==> config.mk <==
export PLATFORM = sky130hd
export DESIGN_NAME = multicycle_ctrl
export DESIGN_NICKNAME = d
export VERILOG_FILES = /design/src/rtl/multicycle_ctrl.sv
export SDC_FILE = /design/constraint.sdc
export NUM_CORES = 1
export LEC_CHECK = 0
export CORE_ASPECT_RATIO = 0.9
export CORE_MARGIN = 3
export CORE_UTILIZATION = 46
export DETAILED_ROUTE_END_ITERATION = 8
export GPL_TIMING_DRIVEN = 1
export PLACE_DENSITY_LB_ADDON = 0.05
export SLEW_MARGIN = 30
export SYNTH_ARGS = -nofsm -noshare
export SYNTH_HDL_FRONTEND = slang
export SYNTH_SLANG_ARGS = --single-unit
==> constraint.sdc <==
create_clock -name clk -period 3.05 [get_ports clk]
set_input_delay 0.61 -clock clk [delete_from_list [all_inputs] [get_ports clk]]
set_output_delay 0.61 -clock clk [all_outputs]
set_load 0.05 [all_outputs]
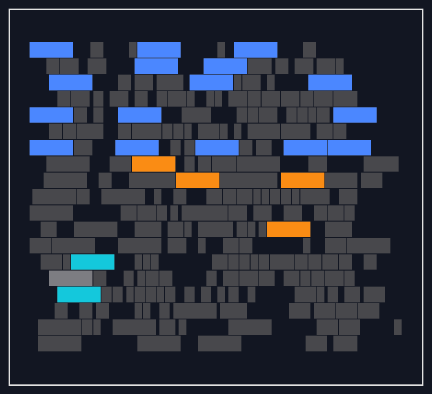
Run 1: where the registers sit
(6 px per µm) Other sequential cells in the stronger grey, the rest of the logic in the fainter grey.
Key: blue = wait_cnt [flops 16]; orange = state [flops 4, where middle]; cyan = cause_q [flops 2]
Another 1 sequential cells are not coloured.
P_seq: 319 µW
Post-Route Utilization: 0.676
Register Area: 460 µm²
flop share of the area: 0.212

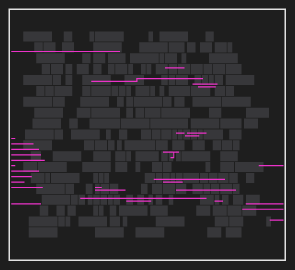
Run 1: M3 wires
(4 px per µm) Cells faint in the background.
The longest straight run is 31.3 µm. The layer carries 256 µm of wire. The layer holds 6.5% of the routed length.
Routed Wire Length: 3.96 mm
vias: 1510

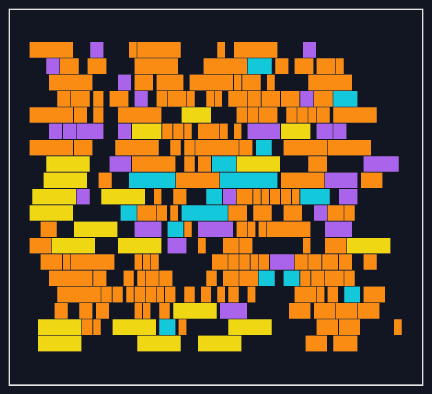
Run 1: sizing map
(6 px per µm)
Key: orange = x1 and smaller [cells 162, share 73%, most used dfxtp_1]; cyan = x3 and x4 [cells 15, share 6.7%, most used buf_4]; yellow = x6 and larger [cells 20, share 9.0%, most used buf_12]; purple = x2 [cells 26, share 12%, most used nor2_2]
slack of the critical path: 327 ps
P&R area growth vs syn: 33.5%
final instance area: 2170 µm²
nonclk buf count: 35

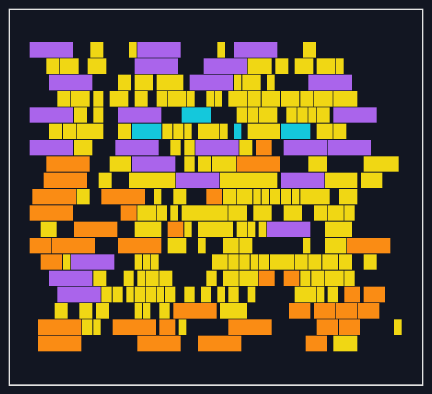
Run 1: placed cells, one colour a class
(6 px per µm)
Key: cyan = clock drivers and dummy loads [cells 4]; purple = sequential cells [cells 23]; orange = remaining buffers and delay cells [cells 35]; yellow = remaining logic cells [cells 161]
row cnt: 19
Core Area: 3210 µm²

==> metrics.csv, run 1 <==
metric;value;unit
status;complete, no violations;
n_clock_buffer;4;
grt_pass1_vias;1479;
cts_max_path_buffers;2;
holdPathStages;2;
clkPwrFrac;0.257;
crit_type;input pin to primary output;
floorplan.core_util;0.506;
crit_slowest_cell;clkdlybuf4s50_1;
io_pins;53;
grt_max_degree;20;
cap_violations;0;
placed_area;2120;µm²
n_sequential_cell;23;
synth-seq-cells;23;
path_cells;clkdlybuf4s50_1, nor4_4, and2_1, a21o_1, buf_12;
via_per_inst;5.70;
met1_length;1.80;mm
yosys-top-cells-count;23 x dfxtp_1, 20 x nor2_1, 11 x nand2_1, 11 x nor2_2, 11 x xor2_1;
top_area_cell;dfxtp_1;
async_reset_ff_frac;0;
ys_sh_adder;0.00770;
num-nonclk-inverters;5;
nonClkBufAreaFrac;0.231;
dp_hpwl;3.09;mm
routed-wl-met3;255;µm
powerDensity;336;nW/µm²
p_comb_frac;0.306;
highest_layer;met3;
ys_chip_area;1630;µm²
busiest_layer;met2;
synth_area;1630;µm²
die-area;4280;µm²
cts_made_buffers;3;
max_slew_margin;0.543;
irDropWorstVdd;0.000326;V
lay_top_cells;23 x dfxtp_1, 20 x nor2_1, 17 x buf_12;
skew;6.46;ps
holdWs;490;ps
post_cts_resized;0;
fmaxAchievable;367;MHz
rsz0062_at_grt;false;
setup_viol;0;
fp_nets;233;
postCtsSetupBuffers;0;
==> inputs of run 2 (changes only) <==
Settings changed: PLACE_DENSITY set to 0.8, PLACE_DENSITY_LB_ADDON 0.05 to not set.
Clock period 3.05 ns to 2.6 ns, I/O delays scaled along.
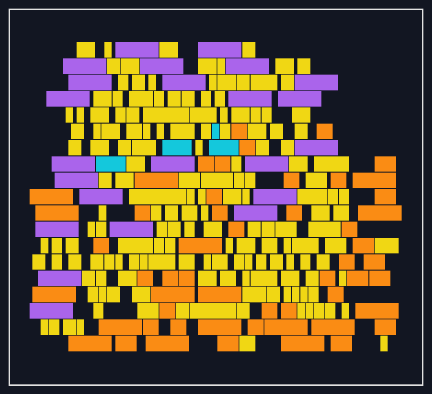
Run 2: placed cells, one colour a class
(6 px per µm)
Key: cyan = clock drivers and dummy loads [cells 4]; orange = remaining buffers and delay cells [cells 53]; yellow = remaining logic cells [cells 161]; purple = sequential cells [cells 23]
flop share of the area: 0.200
Post-Route Utilization: 0.718

==> run 2 against run 1 <==
Final cell count grew 6.8%. Clock power rose by 13%. Critical endpoint is now mem_we. Combinational power grew 27%. Clock skew decreased by 5.5 ps.
==> metrics.csv, run 2 <==
metric;value;unit;change
status;complete, no violations;;
cts_made_buffers;3;;unchanged
coreArea;3210;µm²;unchanged
postCtsSetupBuffers;0;;unchanged
nonClkBufAreaFrac;0.276;;+0.0451
ys_chip_area;1630;µm²;unchanged
dp_hpwl;3.14;mm;+1.5%
p_comb_frac;0.328;;+0.022
placement_rows;19;;unchanged
synth_area;1630;µm²;unchanged
cts_tree;yes;;
async_reset_ff_frac;0;;unchanged
p_seq;369;µW;+16%
holdPathStages;2;;unchanged
fp_nets;233;;unchanged
crit_type;input pin to primary output;;
path_cells;clkdlybuf4s50_1, buf_4, nor3_1, buf_12;;
met1_length;1.90;mm;+5.4%
crit_slowest_cell;clkdlybuf4s50_1;;
cap_violations;0;;unchanged
placed_area;2260;µm²;+6.4%
busiest_layer;met2;;
setup_viol;0;;unchanged
lay_top_cells;26 x buf_4, 23 x dfxtp_1, 20 x nor2_1;;
n_clock_buffer;4;;unchanged
io_pins;53;;unchanged
grt_max_degree;20;;unchanged
highest_layer;met4;;
fmaxAchievable;408;MHz;
vias;1612;;+6.8%
report.final.hold_viol_count;0;;
irDropWorstVdd;0.000448;V;+37%
max_slew_margin;0.662;;+0.120
holdWs;477;ps;-13.0 ps
via_per_inst;5.70;;about the same
top_area_cell;dfxtp_1;;
clk_pin_slew;70;ps;
die-area;4280;µm²;unchanged
wl;3.97;mm;+0.40%
skew;0.913;ps;-5.55 ps
yosys-top-cells-count;23 x dfxtp_1, 20 x nor2_1, 11 x nand2_1, 11 x nor2_2, 11 x xor2_1;;
routed-wl-met3;206;µm;-19%
post_cts_resized;0;;unchanged
synth-seq-cells;23;;unchanged
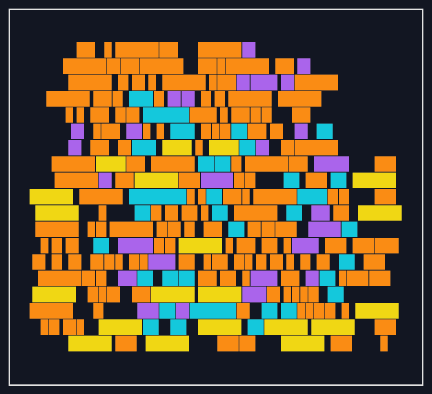
Run 2: sizing map
(6 px per µm)
Key: yellow = x6 and larger [cells 20, share 8.3%, most used buf_12]; orange = x1 and smaller [cells 162, share 67%, most used dfxtp_1]; purple = x2 [cells 26, share 11%, most used nor2_2]; cyan = x3 and x4 [cells 33, share 14%, most used buf_4]
final instance area: 2300 µm²
nonclk buf count: 53
slack of the critical path: 150 ps
P&R area growth vs syn: 41.8%

Power is estimated from default activity; no workload was simulated.
